### src/rtl/jtag_seq_pkg.sv
// Shared definitions for the JTAG vector sequencer: header field layout,
// FSM states and word/pair sizing helpers.
package jtag_seq_pkg;

   localparam int N_LSB          = 0;
   localparam int N_MSB          = 15;
   localparam int CAP_BIT        = 16;
   localparam int IDLE_TMS_BIT   = 17;
   localparam int PAIRS_PER_WORD = 16;
   localparam int TDO_WORD_W     = 16;

   localparam int CNT_W      = N_MSB - N_LSB + 1;
   localparam int WORD_SHIFT = $clog2(PAIRS_PER_WORD);
   localparam int WCNT_W     = CNT_W - WORD_SHIFT + 1;
   localparam int PAIR_CNT_W = WORD_SHIFT + 1;

   typedef enum logic [1:0] {IDLE, LOAD, SHIFT, DRAIN} state_t;

   // One slot of the TDO capture pipeline.
   typedef struct packed {
      logic vld;
      logic last;
   } cap_ent_t;

   function automatic logic [WCNT_W-1:0] words_for(input logic [CNT_W-1:0] n);
      logic [CNT_W:0] t;
      t = {1'b0, n} + (CNT_W+1)'(PAIRS_PER_WORD - 1);
      return WCNT_W'(t >> WORD_SHIFT);
   endfunction

   // Pairs carried by the word about to be consumed; the final word may be partial.
   function automatic logic [PAIR_CNT_W-1:0] pairs_in_word(input logic [CNT_W-1:0] rem);
      return (rem >= CNT_W'(PAIRS_PER_WORD)) ? PAIR_CNT_W'(PAIRS_PER_WORD)
                                             : rem[PAIR_CNT_W-1:0];
   endfunction

endpackage

### src/rtl/jtag_vector_sequencer_packer.sv
// jtag_tdo_packer: collects captured TDO bits LSB-first into 16-bit words and
// presents them on a valid/ready port; a word completing while the port is stalled is dropped.
module jtag_tdo_packer
   import jtag_seq_pkg::*;
(
   input  logic                  clk_max,
   input  logic                  reset,
   input  logic                  bit_vld,
   input  logic                  bit_in,
   input  logic                  bit_last,
   output logic [TDO_WORD_W-1:0] m_data,
   output logic                  m_last,
   output logic                  m_valid,
   input  logic                  m_ready,
   output logic                  ovr_evt
);

   localparam int BIT_CNT_W = $clog2(TDO_WORD_W);

   logic [TDO_WORD_W-1:0] acc;
   logic [TDO_WORD_W-1:0] word;
   logic [BIT_CNT_W-1:0]  cnt;
   logic                  done;
   logic                  out_stall;

   // Bits above cnt are always zero in acc, which gives the zero padding for free.
   assign word      = acc | (TDO_WORD_W'(bit_in) << cnt);
   assign done      = bit_vld & (bit_last | (cnt == '1));
   assign out_stall = m_valid & ~m_ready;
   assign ovr_evt   = done & out_stall;

   always_ff @(posedge clk_max) begin
      if (reset) begin
         acc     <= '0;
         cnt     <= '0;
         m_data  <= '0;
         m_last  <= 1'b0;
         m_valid <= 1'b0;
      end else begin
         if (bit_vld) begin
            if (done) begin
               acc <= '0;
               cnt <= '0;
            end else begin
               acc <= word;
               cnt <= cnt + BIT_CNT_W'(1);
            end
         end
         if (done && !out_stall) begin
            m_data  <= word;
            m_last  <= bit_last;
            m_valid <= 1'b1;
         end else if (m_valid && m_ready) begin
            m_valid <= 1'b0;
         end
      end
   end

endmodule

### src/rtl/jtag_vector_sequencer.sv
// Sequences (TMS,TDI) pairs from host words to the JTAG pin driver, one per
// driver request, and routes lagged TDO samples into the TDO word packer.
module jtag_vector_sequencer
   import jtag_seq_pkg::*;
#(
   parameter int TDO_LAG = 2
)(
   input  logic                  clk_max,
   input  logic                  reset,
   input  logic [31:0]           s_data,
   input  logic                  s_valid,
   output logic                  s_ready,
   output logic [TDO_WORD_W-1:0] m_data,
   output logic                  m_last,
   output logic                  m_valid,
   input  logic                  m_ready,
   input  logic                  get_next_data,
   output logic [1:0]            vector_data,
   output logic                  data_ready,
   output logic                  wait_state,
   input  logic                  tdo,
   output logic                  busy,
   output logic                  underrun,
   output logic                  overrun,
   input  logic                  err_clr
);

   localparam int DRAIN_W = $clog2(TDO_LAG + 1);

   state_t                  state, state_nxt;
   logic                    gnd_d, req, rdy_en;
   logic [CNT_W-1:0]        hdr_n, rem_cnt;
   logic [WCNT_W-1:0]       words_owed;
   logic [31:0]             cur_word, next_word, src_word;
   logic [PAIR_CNT_W-1:0]   cur_pairs, src_pairs;
   logic                    next_vld, src_avail;
   logic                    cap_en, idle_tms;
   logic                    s_fire, hdr_fire, word_fire;
   logic                    issue, last_pair, pull;
   logic [DRAIN_W-1:0]      drain_cnt;
   cap_ent_t [TDO_LAG-1:0]  cap_pipe;
   cap_ent_t                cap_in;
   logic                    pk_vld, ovr_evt;

   assign req       = get_next_data & ~gnd_d;
   assign hdr_n     = s_data[N_MSB:N_LSB];
   assign s_ready   = rdy_en & ((state == IDLE) |
                      (((state == LOAD) | (state == SHIFT)) & ~next_vld & (words_owed != '0)));
   assign s_fire    = s_valid & s_ready;
   assign hdr_fire  = s_fire & (state == IDLE);
   assign word_fire = s_fire & (state != IDLE);
   assign busy      = (state != IDLE);

   // A freshly accepted word is usable straight from the next-word register.
   assign src_avail = (cur_pairs != '0) | next_vld;
   assign src_word  = (cur_pairs != '0) ? cur_word : next_word;
   assign src_pairs = (cur_pairs != '0) ? cur_pairs : pairs_in_word(rem_cnt);
   assign issue     = req & (state == SHIFT) & src_avail;
   assign last_pair = issue & (rem_cnt == CNT_W'(1));
   assign pull      = (cur_pairs == '0) & next_vld & ~issue;

   assign cap_in = '{vld: issue & cap_en, last: last_pair};
   assign pk_vld = req & cap_pipe[TDO_LAG-1].vld;

   always_comb begin
      state_nxt = state;
      unique case (state)
         IDLE:    if (hdr_fire && hdr_n != '0) state_nxt = LOAD;
         LOAD:    if (word_fire)               state_nxt = SHIFT;
         SHIFT:   if (last_pair)               state_nxt = cap_en ? DRAIN : IDLE;
         DRAIN:   if (req && drain_cnt == DRAIN_W'(TDO_LAG - 1)) state_nxt = IDLE;
         default: state_nxt = IDLE;
      endcase
   end

   always_ff @(posedge clk_max) begin
      gnd_d <= get_next_data;
      if (reset) begin
         state       <= IDLE;
         rdy_en      <= 1'b0;
         rem_cnt     <= '0;
         words_owed  <= '0;
         cur_word    <= '0;
         cur_pairs   <= '0;
         next_word   <= '0;
         next_vld    <= 1'b0;
         cap_en      <= 1'b0;
         idle_tms    <= 1'b1;
         vector_data <= 2'b10;
         data_ready  <= 1'b0;
         wait_state  <= 1'b1;
         drain_cnt   <= '0;
         cap_pipe    <= '0;
         underrun    <= 1'b0;
         overrun     <= 1'b0;
      end else begin
         state  <= state_nxt;
         rdy_en <= 1'b1;

         if (hdr_fire && hdr_n != '0) begin
            rem_cnt    <= hdr_n;
            words_owed <= words_for(hdr_n);
            cap_en     <= s_data[CAP_BIT];
            idle_tms   <= s_data[IDLE_TMS_BIT];
         end else begin
            if (word_fire) words_owed <= words_owed - WCNT_W'(1);
            if (issue)     rem_cnt    <= rem_cnt - CNT_W'(1);
         end

         if (word_fire) begin
            next_word <= s_data;
            next_vld  <= 1'b1;
         end else if (pull || (issue && cur_pairs == '0)) begin
            next_vld  <= 1'b0;
         end

         if (issue) begin
            cur_word  <= src_word >> 2;
            cur_pairs <= src_pairs - PAIR_CNT_W'(1);
         end else if (pull) begin
            cur_word  <= next_word;
            cur_pairs <= pairs_in_word(rem_cnt);
         end

         // Outputs only move on a request so the driver sees a stable pair.
         if (req) begin
            if (issue) {vector_data, data_ready, wait_state} <= {src_word[1:0], 2'b10};
            else       {vector_data, data_ready, wait_state} <= {idle_tms, 3'b001};
            cap_pipe[0] <= cap_in;
            for (int i = 1; i < TDO_LAG; i++) cap_pipe[i] <= cap_pipe[i-1];
         end

         if (state != DRAIN) drain_cnt <= '0;
         else if (req)       drain_cnt <= drain_cnt + DRAIN_W'(1);

         if (req && state == SHIFT && !src_avail) underrun <= 1'b1;
         else if (err_clr)                        underrun <= 1'b0;
         if (ovr_evt)      overrun <= 1'b1;
         else if (err_clr) overrun <= 1'b0;
      end
   end

   jtag_tdo_packer u_packer (
      .clk_max  (clk_max),
      .reset    (reset),
      .bit_vld  (pk_vld),
      .bit_in   (tdo),
      .bit_last (cap_pipe[TDO_LAG-1].last),
      .m_data   (m_data),
      .m_last   (m_last),
      .m_valid  (m_valid),
      .m_ready  (m_ready),
      .ovr_evt  (ovr_evt)
   );

endmodule

### config.mk
export PLATFORM = sky130hd
export DESIGN_NAME = jtag_vector_sequencer
export DESIGN_NICKNAME = d
export VERILOG_FILES = /design/src/rtl/jtag_seq_pkg.sv /design/src/rtl/jtag_vector_sequencer_packer.sv /design/src/rtl/jtag_vector_sequencer.sv
export SDC_FILE = /design/constraint.sdc
export NUM_CORES = 1
export LEC_CHECK = 0
export CAP_MARGIN = 10
export CORE_MARGIN = 2
export CORE_UTILIZATION = 35
export DETAILED_ROUTE_END_ITERATION = 12
export GPL_TIMING_DRIVEN = 1
export SLEW_MARGIN = 20
export SYNTH_ARGS = -nofsm -noshare
export SYNTH_HDL_FRONTEND = slang
export SYNTH_SLANG_ARGS = --single-unit
### constraint.sdc
create_clock -name clk_max -period 2.15 [get_ports clk_max]
set_clock_uncertainty 0.2 [all_clocks]
set_input_delay 0.3225 -clock clk_max [delete_from_list [all_inputs] [get_ports clk_max]]
set_output_delay 0.3225 -clock clk_max [all_outputs]
set_load 0.05 [all_outputs]
==> run_1/route_heat.png <==
The die is cut into 30 by 30 equal tiles; black is low, pale yellow is high, scaled to the fullest tile. Values are wire area over tile area, all layers added.
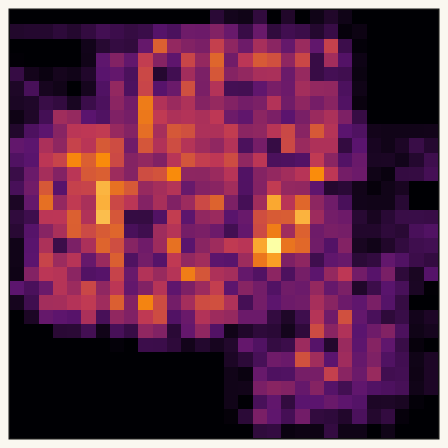
- mean over tiles: 0.15
- tiles over half the peak: 12%
- fullest tile: 0.61
- emptiest ninth of the die: lower left
- nearly empty tiles: 22%
routed wire length: 20510 um
via count: 6963
wire length per cell: 15.59 um
Tot GR Track Use: 0.1886

==> run_1/m3.png <==
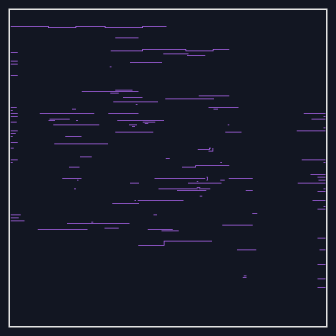
- share of all routed wire: 4.6%
- wire length on this layer: 942 um
- longest straight run: 29.0 um
- main direction: horizontal
M3 GR Usage: 0.03889

==> run_1/placed.png <==
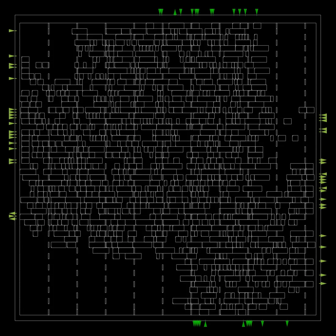
Tap Count: 270
number of fill cells: 1971
Non-Filler Instances: 1316

==> run notes, run 1 <==
fresh numbers from the pnr run: Inst Count DP 1271, Synth Area in Simple Gates 0.2360, crit path DRT 1630 ps, failing checks setup timing, drt drc 0, clk slew on worst S/H paths 60 ps, Clock buf/inv share 0.05753, later-pin clock latency in the skew report 430 ps, synthesized netlist cell count 888, Logic pwr share 0.259, Clock power frac 0.355, most frequent logic cells in the routed design nand2_1, dfxtp_1, buf_4, status complete, but fails checks, CP Launch Type register, largest net degree at the start of global routing 79, Max power group registers, worst setup path startpoint words_owed[1]$_SDFFE_PP0P_, vias per cell 5.291, Hold Crit Start reset, syn avg cell area 8.178 sq um, pins over their slew limit 0, number of enable flip-flop cells 0, final setup margin -105.5 ps, final setup vio count 16, async set-or-reset flop fraction in the synthesized netlist 0, First-pass DRT Iterations 5, P_leak 3.571 nW, Most common reg cell dfxtp_1, Critical Path AT 1730 ps, first-pass GRT wire length 33280 um, vias in the first global route 6616, Max-Cap Viols 0, die width 148.0 um, final net count 1084, Adder Area Share 0.02068, GPL Wtd Cong 0.9193
[run 1: layer usage]
metal | GRT usage | up-vias | share of wire
li1 | - | 3498 | -
met1 | 0.2592 | 3264 | 0.47
met2 | 0.2991 | 170 | 0.46
met3 | 0.03889 | 31 | 0.046
met4 | 0.05619 | 0 | 0.017
met5 | 0 | - | 0
[run 1: synthesized netlist by cell type, types with 13 or more instances]
cell / count / area (sq um)
a21oi_1: 94 / 470.5
o21ai_0: 14 / 70.07
nand4_1: 13 / 81.33
xor2_1: 21 / 183.9
clkbuf_1: 47 / 176.4
nor3_1: 19 / 95.09
o221a_2: 27 / 304.0
nand2_1: 158 / 593.1
a31oi_1: 31 / 193.9
nand3_1: 24 / 120.1
a211oi_1: 34 / 255.2
nor2_1: 93 / 349.1
xnor2_1: 14 / 122.6
dfxtp_1: 155 / 3103
[run 1: what timing repair did]
item	CTS	global route
endpoints found under the setup margin	26	60
buffers inserted	8	4
resized	28	26
hold endpoints to repair	0	0
pin swaps	14	16
hold buffers	0	0
gates cloned	0	1
[run 1: path summary, 6_finish.rpt]
check                             end  slack [ps]  depth (start not counted)
max reg2reg     state[0]$_SDFFE_PP0P_         -90                          8
min          cap_pipe[1]$_SDFFE_PP0P_          60                          2
min reg2reg  cap_pipe[2]$_SDFFE_PP0P_         260                          2
max                           s_ready        -110                          7
[run 1: sequential cells by signal, summed over array words and instances, names as in the netlist, 4 cells and up]
| register | cells |
|---|---|
| rem_cnt | 16 |
| u_packer.acc | 16 |
| next_word | 32 |
| u_packer.cnt | 4 |
| cur_pairs | 5 |
| cur_word | 32 |
| words_owed | 13 |
| cap_pipe | 4 |
| u_packer.m_data | 16 |
## Run 2: what changed since run 1
--- a/config.mk
+++ b/config.mk
@@ -9,7 +9,7 @@
 export CORE_MARGIN = 2
 export CORE_UTILIZATION = 35
 export DETAILED_ROUTE_END_ITERATION = 12
-export GPL_TIMING_DRIVEN = 1
+export GPL_TIMING_DRIVEN = 0
 export SLEW_MARGIN = 20
 export SYNTH_ARGS = -nofsm -noshare
 export SYNTH_HDL_FRONTEND = slang
==> run 2 against run 1 <==
Against the previous run:
- the flow still finishes with violations (setup timing)
- via count is 0.11% lower
- setup slack got worse by 50 ps
- critical endpoint unchanged
- die size unchanged
- routed wire length increased by 8.2%
- global-route usage grew 1.3 points
- count of clock-buffer cells in the layout up 1
- sequential power is essentially flat
- highest routed layer unchanged
- clock power grew 2%
- critical path depth fell by 2
==> run notes, run 2 <==
fresh numbers from the pnr run: status complete, but fails checks (unchanged), failing checks setup timing (unchanged), drt drc 0 (unchanged), Worst Hold Margin 89.04 ps (was 59.95 ps), Hold Path Stages 3 (was 2), Synth Area in Simple Gates 0.2360 (unchanged), synthesized netlist cell count 888 (unchanged), GR Util met2 0.3051 (was 0.2991), later-pin clock latency in the skew report 430 ps (about the same), CP Launch Type register (unchanged), met3 WL 1163 um (was 942 um), vias per cell 5.396 (was 5.291), Max-Cap Viols 0 (unchanged), routed length on met1 10750 um (was 9705 um), routing usage on met1 0.2912 (was 0.2592), final setup vio count 18 (was 16), count leader, synth nand2_1 (unchanged), Inst Count DP 1216 (was 1271), clk slew on worst S/H paths 70 ps (was 60 ps), Antenna Cells 0 (unchanged), Logic pwr share 0.248 (was 0.259), GPL Wtd Cong 0.9529 (was 0.9193), Critical Path AT 1780 ps (was 1730 ps), WL met2 9921 um (was 9507 um), Highest Signal Layer met4 (unchanged), final setup margin -155.6 ps (was -105.5 ps), crit path DRT 1630 ps (about the same), worst reg-to-reg path cell count 9 (was 8), grt peak-use layer met2 (unchanged), Dominant cell area share 0.4273 (unchanged), number of enable flip-flop cells 0 (unchanged), top cells, area dfxtp_1, nand2_1, a21oi_1 (unchanged), pins over their slew limit 0 (unchanged), top cells by count, synth nand2_1, dfxtp_1, a21oi_1 (unchanged), syn avg cell area 8.178 sq um (unchanged), Top Registers cur_word: 32 flops, next_word: 32 flops (unchanged), largest net degree at the start of global routing 17 (was 79), vias in the first global route 6599 (was 6616), final net count 1057 (was 1084), async set-or-reset flop fraction in the synthesized netlist 0 (unchanged), post-synth top area cell dfxtp_1 (unchanged), cts hold-fix bufs 0 (unchanged), first-pass GRT wire length 34890 um (was 33280 um)
[run 2: cell counts after synthesis]
Identical to the previous run, type by type.
[run 2: path summary, 6_finish.rpt]
path / from / endpoint / slack [ps]
worst max-delay path: words_owed[7]$_SDFFE_PP0P_ / s_ready / -160
worst min-delay path: s_data[3] / next_word[3]$_SDFFE_PP0P_ / 90
worst max register to register: rem_cnt[7]$_SDFFE_PP0P_ / cur_pairs[4]$_SDFFE_PP0P_ / -150
worst min register to register: cap_pipe[0]$_SDFFE_PP0P_ / cap_pipe[2]$_SDFFE_PP0P_ / 260
[run 2: kinds of logic (layout without fill, tap and decap cells)]
family,count (synthesis),after routing
flip-flops,155,155
buffers and inverters,75,206
adder cells (fa/ha/maj),12,12
AND/OR/NAND/NOR,370,370
multiplexers,5,5
AND-OR/OR-AND,236,236
XOR/XNOR,35,35
[run 2: layout make-up]
type	count	area, sq um
Tap cell	270	337.8
Inverter	10	45.04
Buffer	59	362.8
Multi-Input combinational cell	658	4378
Timing Repair Buffer	105	1010
Clock buffer	19	452.9
Sequential cell	155	3136
Clock inverter	13	127.6
Fill cell	1955	10450
[run 2: power groups by stage]
stage               combinational [mW]  sequential, mW  clock [mW]
finish                            2.04            3.19        2.98
global route                      2.20            3.21        3.15
CTS                               1.80            3.18        3.02
detailed placement                1.47            3.23           0
global placement                  1.47            3.23           0
floorplan                         1.04            3.20           0
[run 2: what timing repair did]
| item | 4_1_cts | 5_1_grt |
|---|---|---|
| setup endpoints to repair | 128 | 123 |
| gates resized | 85 | 163 |
| pin swaps | 25 | 48 |
| gates cloned | 2 | 0 |
| setup buffers | 29 | 16 |
[run 2: worst max-delay path: stages, from the launching register on]
cell	delay, ps
dfxtp_1	370
nor4_4	350
and4_4	290
o21ai_2	50
and2_4	140
buf_8	140
==> run_2/route_heat.png <==
The die is cut into 30 by 30 equal tiles; black is low, pale yellow is high, scaled to the fullest tile. Values are wire area over tile area, all layers added.
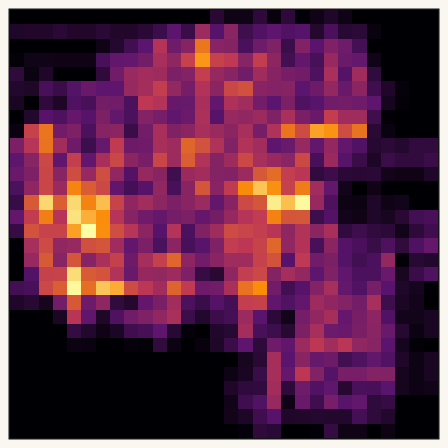
- mean over tiles: 0.16
- fullest tile: 0.65
- emptiest ninth of the die: lower left
- tiles over half the peak: 13%
- densest ninth of the die: middle left
Tot GR Track Use: 0.2014
wire length per cell: 17.22 um
routed wire length: 22200 um
via count: 6955

==> run_2/placed.png <==
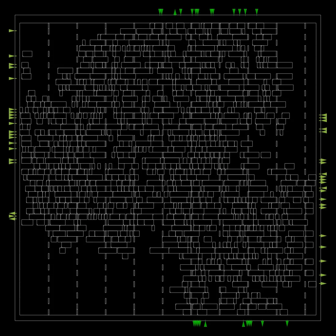
Non-Filler Instances: 1289
number of fill cells: 1955
core area: 20300 sq um
flop share of the area: 0.3183

Power is estimated from default activity; no workload was simulated.
